**src/rtl/dual_port_ram_pkg.sv**
```systemverilog
// Shared types and helpers for the byte-enable dual-port RAM and its clear sequencer.
package dual_port_ram_pkg;

    localparam int unsigned LANE_WIDTH = 8;

    localparam int unsigned RDW_OLD = 0;
    localparam int unsigned RDW_NEW = 1;

    typedef enum logic {
        INIT,
        READY
    } init_state_e;

    // One byte lane of a write merge: enabled lanes take new data, others keep old contents.
    function automatic logic [LANE_WIDTH-1:0] lane_merge(
        input logic [LANE_WIDTH-1:0] old_lane,
        input logic [LANE_WIDTH-1:0] new_lane,
        input logic                  be
    );
        return be ? new_lane : old_lane;
    endfunction

endpackage

```
**src/rtl/dual_port_ram_init_seq.sv**
```systemverilog
// Post-reset clear sequencer: walks every address once, requesting a zero write per cycle.
module dual_port_ram_init_seq
    import dual_port_ram_pkg::*;
#(
    parameter int unsigned Addr_Width = 4,
    parameter int unsigned Init_Clear = 1
) (
    input  logic                  clk,
    input  logic                  rst_n,
    output logic                  init_busy_o,
    output logic                  init_we_o,
    output logic [Addr_Width-1:0] init_addr_o
);

    init_state_e           state_q, state_d;
    logic [Addr_Width-1:0] cnt_q, cnt_d;

    always_ff @(posedge clk or negedge rst_n) begin
        if (!rst_n) begin
            state_q <= (Init_Clear != 0) ? INIT : READY;
            cnt_q   <= '0;
        end else begin
            state_q <= state_d;
            cnt_q   <= cnt_d;
        end
    end

    always_comb begin
        state_d   = state_q;
        cnt_d     = cnt_q;
        init_we_o = 1'b0;
        unique case (state_q)
            INIT: begin
                init_we_o = 1'b1;
                cnt_d     = cnt_q + 1'b1;
                // The last word is written on the same edge that leaves INIT.
                if (cnt_q == {Addr_Width{1'b1}}) begin
                    state_d = READY;
                end
            end
            READY: begin
                state_d = READY;
            end
            default: begin
                state_d = READY;
            end
        endcase
    end

    assign init_busy_o = (state_q == INIT);
    assign init_addr_o = cnt_q;

endmodule

```
**src/rtl/dual_port_ram_be.sv**
```systemverilog
// Simple dual-port RAM with byte-lane writes, read valid handshake, 1- or 2-cycle read latency,
// selectable read-during-write result and an optional post-reset clear.
module dual_port_ram_be
    import dual_port_ram_pkg::*;
#(
    parameter int unsigned Data_Width   = 32,
    parameter int unsigned Addr_Width   = 4,
    parameter int unsigned Read_Latency = 1,
    parameter int unsigned RDW_Mode     = 0,
    parameter int unsigned Init_Clear   = 1
) (
    input  logic                         clk,
    input  logic                         rst_n,
    output logic                         init_busy,
    input  logic                         wr_ena,
    input  logic [Data_Width/8-1:0]      wr_be,
    input  logic [Addr_Width-1:0]        Wr_addr,
    input  logic [Data_Width-1:0]        Data_write,
    input  logic                         re_ena,
    input  logic [Addr_Width-1:0]        Re_addr,
    output logic [Data_Width-1:0]        Data_read,
    output logic                         rd_valid
);

    localparam int unsigned NumLanes = Data_Width / LANE_WIDTH;
    localparam int unsigned Depth    = 2 ** Addr_Width;

    if ((Data_Width == 0) || (Data_Width % LANE_WIDTH != 0)) begin : g_bad_width
        $error("dual_port_ram_be: Data_Width must be a positive multiple of 8");
    end
    if ((Read_Latency != 1) && (Read_Latency != 2)) begin : g_bad_latency
        $error("dual_port_ram_be: Read_Latency must be 1 or 2");
    end

    logic                  init_we;
    logic [Addr_Width-1:0] init_addr;

    dual_port_ram_init_seq #(
        .Addr_Width (Addr_Width),
        .Init_Clear (Init_Clear)
    ) u_init_seq (
        .clk         (clk),
        .rst_n       (rst_n),
        .init_busy_o (init_busy),
        .init_we_o   (init_we),
        .init_addr_o (init_addr)
    );

    logic [Data_Width-1:0] mem_q [Depth];

    logic                  wr_fire;
    logic                  rd_fire;
    logic                  mem_we;
    logic [Addr_Width-1:0] mem_addr;
    logic [NumLanes-1:0]   mem_be;
    logic [Data_Width-1:0] mem_wdata;

    assign wr_fire = wr_ena && !init_busy;
    assign rd_fire = re_ena && !init_busy;

    // The clear sequencer owns the write port while it runs; writes during reset are dropped.
    always_comb begin
        mem_we    = 1'b0;
        mem_addr  = Wr_addr;
        mem_be    = wr_be;
        mem_wdata = Data_write;
        if (init_we) begin
            mem_we    = 1'b1;
            mem_addr  = init_addr;
            mem_be    = '1;
            mem_wdata = '0;
        end else if (wr_fire) begin
            mem_we = 1'b1;
        end
        if (!rst_n) begin
            mem_we = 1'b0;
        end
    end

    always_ff @(posedge clk) begin
        if (mem_we) begin
            for (int i = 0; i < int'(NumLanes); i++) begin
                if (mem_be[i]) begin
                    mem_q[mem_addr][i*LANE_WIDTH +: LANE_WIDTH] <=
                        mem_wdata[i*LANE_WIDTH +: LANE_WIDTH];
                end
            end
        end
    end

    logic [Data_Width-1:0] rd_old;
    logic [Data_Width-1:0] rd_merged;
    logic [Data_Width-1:0] rd_word;
    logic                  rdw_hit;

    assign rd_old  = mem_q[Re_addr];
    assign rdw_hit = wr_fire && (Wr_addr == Re_addr);

    for (genvar l = 0; l < NumLanes; l++) begin : g_lane
        assign rd_merged[l*LANE_WIDTH +: LANE_WIDTH] = lane_merge(
            rd_old[l*LANE_WIDTH +: LANE_WIDTH],
            Data_write[l*LANE_WIDTH +: LANE_WIDTH],
            wr_be[l]
        );
    end

    // Array reads see pre-edge contents, so old-data mode needs no bypass.
    assign rd_word = ((RDW_Mode == RDW_NEW) && rdw_hit) ? rd_merged : rd_old;

    logic                  s1_vld_q;
    logic [Data_Width-1:0] s1_data_q;

    always_ff @(posedge clk or negedge rst_n) begin
        if (!rst_n) begin
            s1_vld_q  <= 1'b0;
            s1_data_q <= '0;
        end else begin
            s1_vld_q <= rd_fire;
            if (rd_fire) begin
                s1_data_q <= rd_word;
            end
        end
    end

    if (Read_Latency == 2) begin : g_lat2
        logic                  s2_vld_q;
        logic [Data_Width-1:0] s2_data_q;

        always_ff @(posedge clk or negedge rst_n) begin
            if (!rst_n) begin
                s2_vld_q  <= 1'b0;
                s2_data_q <= '0;
            end else begin
                s2_vld_q <= s1_vld_q;
                if (s1_vld_q) begin
                    s2_data_q <= s1_data_q;
                end
            end
        end

        assign rd_valid  = s2_vld_q;
        assign Data_read = s2_data_q;
    end else begin : g_lat1
        assign rd_valid  = s1_vld_q;
        assign Data_read = s1_data_q;
    end

endmodule

```
**config.mk**
```make
export PLATFORM = sky130hd
export DESIGN_NAME = dual_port_ram_be
export DESIGN_NICKNAME = d
export VERILOG_FILES = /design/src/rtl/dual_port_ram_pkg.sv /design/src/rtl/dual_port_ram_init_seq.sv /design/src/rtl/dual_port_ram_be.sv
export SDC_FILE = /design/constraint.sdc
export NUM_CORES = 1
export LEC_CHECK = 0
export ABC_AREA = 1
export CAP_MARGIN = 20
export CELL_PAD_IN_SITES_DETAIL_PLACEMENT = 1
export CELL_PAD_IN_SITES_GLOBAL_PLACEMENT = 2
export CORE_MARGIN = 4
export CORE_UTILIZATION = 37
export CTS_CLUSTER_SIZE = 25
export DETAILED_ROUTE_END_ITERATION = 8
export PLACE_DENSITY_LB_ADDON = 0.1
export SLEW_MARGIN = 15
export SYNTH_ARGS = -nofsm -noshare
export SYNTH_HDL_FRONTEND = slang
export SYNTH_HIERARCHICAL = 1
export SYNTH_SLANG_ARGS = --single-unit
```
**constraint.sdc**
```tcl
create_clock -name clk -period 2.14 [get_ports clk]
set_clock_uncertainty 0.05 [all_clocks]
set_input_delay 0.428 -clock clk [delete_from_list [all_inputs] [get_ports clk]]
set_output_delay 0.428 -clock clk [all_outputs]
set_load 0.01 [all_outputs]
```
Run 1, M4 wires:
Scale: 1.5 px per um.
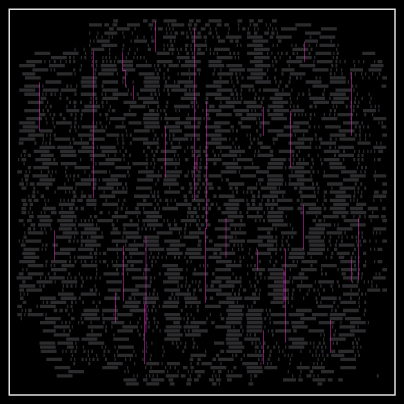
share of all routed wire: 1.5%
main direction: vertical

Run 1, metal layers overlaid:
Scale: 1.5 px per um.
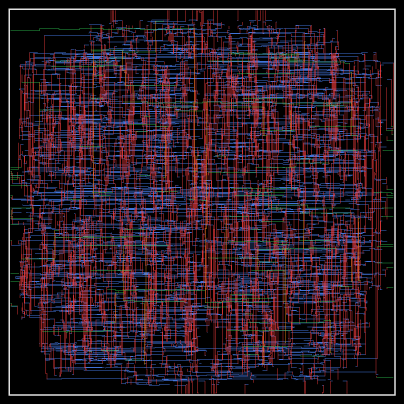
| layer | color | wire length |
|---|---|---|
| metal 4 | orange | 1020 um |
| metal 2 | red | 33.4 mm |
| metal 1 | blue | 32.2 mm |
| metal 3 | green | 2440 um |

Run 1, routing congestion map:
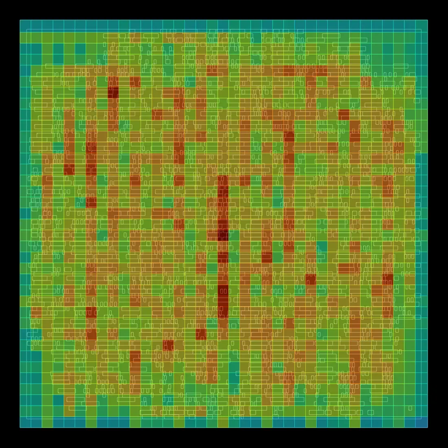
GRT met2 Usage: 0.349
met3 Usage GRT: 0.0285
busiest grt layer: met2

==> flow_metrics.tcl, run 1 <==
# yosys + openroad results
set metrics [dict create \
    powerDensity_mw_per_mm2 875 \
    via_per_inst 5.01 \
    diodes 0 \
    drive_above_1_share 0.147 \
    vdd_drop_max_mv 0.590 \
    simple_gate_area_frac 0.235 \
    maxSlewViolCount 0 \
    synth_cells 2029 \
    setup_viol 0 \
    routed_wl_mm 69.0 \
    adder_share 0.000549 \
    synthAoiAreaFrac 0.00214 \
    logic_area_mm2 0.00558 \
    cap_viol_max_count 0 \
    crit_fanout 8 \
    warnings 29 \
    finalHoldViolCount 4 \
    ios 82 \
    synth-xor-area-share 0 \
    die_w_um 256 \
    drt_drc_violations_left 0 \
    outcome "finished with violations" \
    p_leak_nw 10.6 \
    topCombFamilyByArea "simple AND/OR/NAND/NOR gates" \
    arrival_ns 2.38 \
    grt_overflow 0 \
    end_kind "flip-flop" \
    failed_checks "hold timing" \
    synth.area.mux_share 0 \
    yosysTopAreaCell "edfxtp_1" \
    place_congestion 0.811 \
    holdWs_ns -0.00384 \
    syn_area_mm2 0.0228 \
    fin_ws_ns 0.0385 \
    cts_hold_buf 0 \
    nets 2286 \
]
-- run 1: registers in the layout (all words and copies together), names as in the netlist --
signal and count:
rd_valid 1, mem_q 512, u_init_seq/state_q 1, Data_read 32
u_init_seq/init_addr_o 4
-- run 1: synthesized netlist by cell type, drive strengths merged --
cell      n
dfrtp    38
buf     105
o21ai     8
clkbuf   16
edfxtp  512
nand3   387
inv      53
a21oi     1
nor2    108
nand2   800
ha        1
-- run 1: routing by layer --
metal / routed length (um) / part of all wire / global-route usage / vias to the layer above
met5: 0 / 0 / 0 / -
met4: 1020 / 0.015 / 0.0425 / 0
met3: 2440 / 0.035 / 0.0285 / 62
met2: 33400 / 0.48 / 0.349 / 265
met1: 32200 / 0.47 / 0.292 / 7726
li1: - / - / - / 7324
-- run 1: final timing paths --
check | cells past startpoint | endpoint | startpoint
worst max-delay path | 9 | mem_q[8][7] | u_init_seq/state_q
worst min-delay path | 2 | Data_read[23] | rst_n
worst max register to register | 9 | mem_q[8][7] | u_init_seq/state_q
worst min register to register | 2 | Data_read[25] | Data_read[25]
max in group asynchronous | 2 | Data_read[7] | rst_n
min in group clk | 6 | Data_read[23] | Re_addr[3]
-- run 1: report_power, final --
group | switching, mW | total (mW) | internal (mW)
Clock | 4.26 | 10.4 | 6.12
Combinational | 1.22 | 1.85 | 0.639
Sequential | 0.0471 | 11.9 | 11.9
Total | 5.52 | 24.1 | 18.6
-- run 1: timing repair --
action,in CTS,in global routing
setup endpoints to repair,513,468
cloned,0,0
gates resized,20,51
buffers inserted,1,5
pin swaps,0,2
-- run 1: cells in the final DEF, fill, tap and decap left out, drive strengths merged --
| cell type | n |
|---|---|
| a21oi | 1 |
| buf | 190 |
| edfxtp | 512 |
| inv | 56 |
| o21ai | 8 |
| clkbuf | 85 |
| clkinvlp | 4 |
| dfrtp | 38 |
| bufinv | 6 |
| nor2 | 108 |
| dlygate4sd2 | 1 |
| nand2 | 800 |
| clkinv | 14 |
| ha | 1 |
| clkdlybuf4s50 | 75 |
| nand3 | 387 |
-- run 1: through the flow --
stage                     TNS (ns)   util  instances  area (um2)  total power, mW
after floorplan              -4.21      -       2029       22800             13.1
after global placement     -181.44  0.418       2951       25300             14.0
after detailed placement   -211.18  0.418       2951       25300             14.0
after CTS                   -0.185  0.451       3063       27400             24.4
after global routing         -4.24  0.454       3068       27600             25.1
final                            0  0.454       3068       27600             24.1
-- run 1: critical path: stages, from the launching register on --
cell and delay (ns):
dfrtp_1 0.41, inv_4 0.12, buf_4 0.14, o21ai_4 0.09, buf_4 0.15, nor2_2 0.23, nand2_1 0.14, buf_4 0.18
nor2_1 0.10, buf_4 0.19
-- run 1: cell type report --
cell class | instances | share of cell area
clock inverter | 27 | 0.0115
multi-input combinational | 1305 | 0.202
timing repair buffer | 267 | 0.0913
clock buffer | 84 | 0.0599
sequential | 550 | 0.592
inverter | 53 | 0.00758
tap | 782 | 0.0355
-- run 1: cell families after synthesis --
logic type / count (synthesis)
AND-OR/OR-AND: 9
adder cells (fa/ha/maj): 1
flip-flops: 550
AND/OR/NAND/NOR: 1295
buffers and inverters: 174
Run 1, a small window of the routed layout:
Region (182, 54) to (202, 74) um. Cells in gray, sequential cells in the stronger gray; small squares are vias.
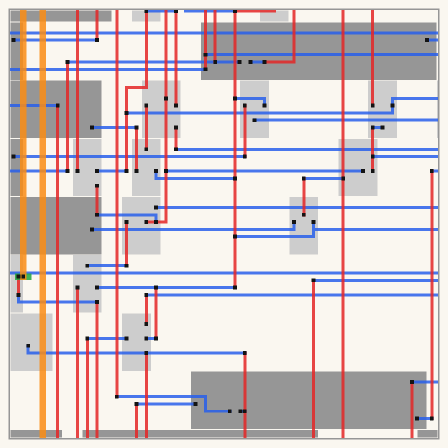

==> run 1 -> run 2 <==
--- a/config.mk
+++ b/config.mk
@@ -10,7 +10,8 @@
 export CELL_PAD_IN_SITES_DETAIL_PLACEMENT = 1
 export CELL_PAD_IN_SITES_GLOBAL_PLACEMENT = 2
 export CORE_MARGIN = 4
-export CORE_UTILIZATION = 37
+export CORE_UTILIZATION = 39
+export CTS_BUF_LIST = sky130_fd_sc_hd__clkbuf_2
 export CTS_CLUSTER_SIZE = 25
 export DETAILED_ROUTE_END_ITERATION = 8
 export PLACE_DENSITY_LB_ADDON = 0.1
Run 2, a small window of the routed layout:
Region (177, 52) to (197, 72) um. Cells in gray, sequential cells in the stronger gray; small squares are vias.
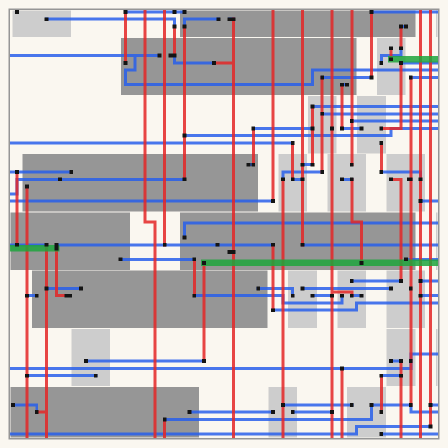
| layer | color |
|---|---|
| metal 1 | blue |
| metal 2 | red |
| metal 3 | green |
sequential cells in the window: 6
most frequent: nand2_1 (8), edfxtp_1 (6), nand3_1 (3)
netlist names of flops here include: `mem_q` (6)
cells with their middle in the window: 19

==> flow_metrics.tcl, run 2 <==
# yosys + openroad results
set metrics [dict create \
    synth_cells 2029 \
    fin_ws_ns -0.292 \
    cap_viol_max_count 0 \
    finalHoldViolCount 0 \
    grt_overflow 0 \
    fin_area_mm2 0.0279 \
    final_cell_mix "795 x nand2_1, 512 x edfxtp_1, 387 x nand3_1" \
    ios 82 \
    nets 2438 \
    cp_num_buf_inv 3 \
    powerDensity_mw_per_mm2 757 \
    routed_wl_mm 70.6 \
    fillCellCount 6356 \
    top_register "mem_q" \
    slowest_delay_ns 0.40 \
    logic_area_mm2 0.00589 \
    hold_path.class "input port to flip-flop" \
    largest_reg_flops 512 \
    yosysTopAreaCell "edfxtp_1" \
    warnings 29 \
    maxSlewViolCount 0 \
    fp_util 0.394 \
    crit_family "flip-flops" \
    drt_drc_violations_left 0 \
    lay_top_count "nand2_1" \
    arrival_ns 1.95 \
    crit_fanout 2 \
    cp_slowest_cell "dfrtp_1" \
    flop_cell "edfxtp_1" \
    place.detailed.hpwl_mm 44.7 \
    top_cell "nand2_1" \
    path_cells "inv_2 > buf_6 > buf_6" \
    place_congestion 0.794 \
    setup_viol 170 \
    async_reset_ff_frac 0.0691 \
    placed_area_mm2 0.0253 \
    die_w_um 250 \
    end_kind "primary output" \
    failed_checks "setup timing" \
    outcome "finished with violations" \
    drive_above_1_share 0.223 \
    vdd_drop_max_mv 0.483 \
    cp_common_cell "buf_6" \
    syn_area_mm2 0.0228 \
    p_leak_nw 11.1 \
    total_power_mw 21.1 \
    via_per_inst 4.99 \
]
Run 2, metal layers overlaid:
Scale: 1.5 px per um.
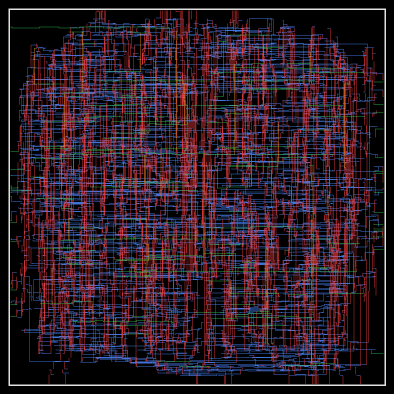
| layer | color | wire length |
|---|---|---|
| metal 2 | red | 34.5 mm |
| metal 4 | orange | 1640 um |
| metal 3 | green | 3280 um |
| metal 1 | blue | 31.2 mm |

==> run 2: repair_timing <==
action / 4_1_cts / 5_1_grt
hold buffers: 44 / 0
setup endpoints to repair: 61 / 647
endpoints found under the hold margin: 1048 / 0
cloned: 0 / 3
resized: 164 / 160
pin swaps: 1 / 7
setup buffers: 13 / 13
==> run 2: area by class of cell <==
class	instances	area share
clock inverter	39	0.00650
sequential	550	0.585
timing repair buffer	331	0.115
clock buffer	225	0.0403
multi-input combinational	1305	0.211
antenna	5	0.000448
inverter	53	0.00740
tap	765	0.0343
==> run 2: metrics by stage <==
| step | std cells | utilization | setup WS, ns | TNS, ns | hold slack [ns] |
|---|---|---|---|---|---|
| 6_report | 3273 | 0.483 | -0.292 | -9.22 | 0.264 |
| 5_1_grt | 3273 | 0.483 | -0.452 | -38.19 | 0.190 |
| 4_1_cts | 3254 | 0.469 | -0.449 | -11.72 | 0.0943 |
| 3_5_place_dp | 2933 | 0.438 | -0.411 | -149.25 | 0.415 |
| 3_3_place_gp | 2933 | 0.438 | -0.406 | -130.79 | 0.412 |
| 2_1_floorplan | 2029 | - | -0.0134 | -4.21 | 0.0824 |
==> run 2: cells by family (layout without fill, tap and decap cells) <==
| logic type | Yosys count | count (layout) | synth area share |
|---|---|---|---|
| and+or+nand+nor | 1295 | 1295 | 0.235 |
| DFF | 550 | 550 | 0.717 |
| buffers and inverters | 174 | 648 | 0.0451 |
| AOI/OAI and AO/OA | 9 | 9 | 0.00214 |
| adders and majority gates | 1 | 1 | 0.000549 |
| other | 0 | 5 | 0 |
==> run 2: final timing paths <==
check                                    from       endpoint  slack, ns  cells past startpoint
max                        u_init_seq/state_q      init_busy      -0.29                      3
min                                Re_addr[3]  Data_read[13]       0.26                      7
max in group asynchronous               rst_n   Data_read[2]       1.14                      4
min reg2reg                      Data_read[5]   Data_read[5]       0.43                      2
max reg2reg                u_init_seq/state_q   mem_q[0][28]      -0.07                     12
min in group asynchronous               rst_n       rd_valid       0.39                      4
==> run 2: layer usage <==
metal	wire (um)	vias up	global-route usage
met3	3280	108	0.0420
met5	0	-	0
met4	1640	0	0.0791
li1	-	7726	-
met2	34500	413	0.368
met1	31200	8099	0.301
==> run 2: power breakdown <==
part	switching (mW)	leakage, nW	internal, mW
clock network	4.35	1.03	2.91
logic	1.28	4.96	0.710
registers	0.0475	5.08	11.8
==> run 2: worst min-delay path, cell delays in order <==
cell	delay, ns
dlygate4sd3_1	0.52
buf_2	0.15
buf_4	0.22
nand2_1	0.10
nand2_1	0.04
nand2_1	0.05
nand2_1	0.04
Power and IR drop assume default switching activity.
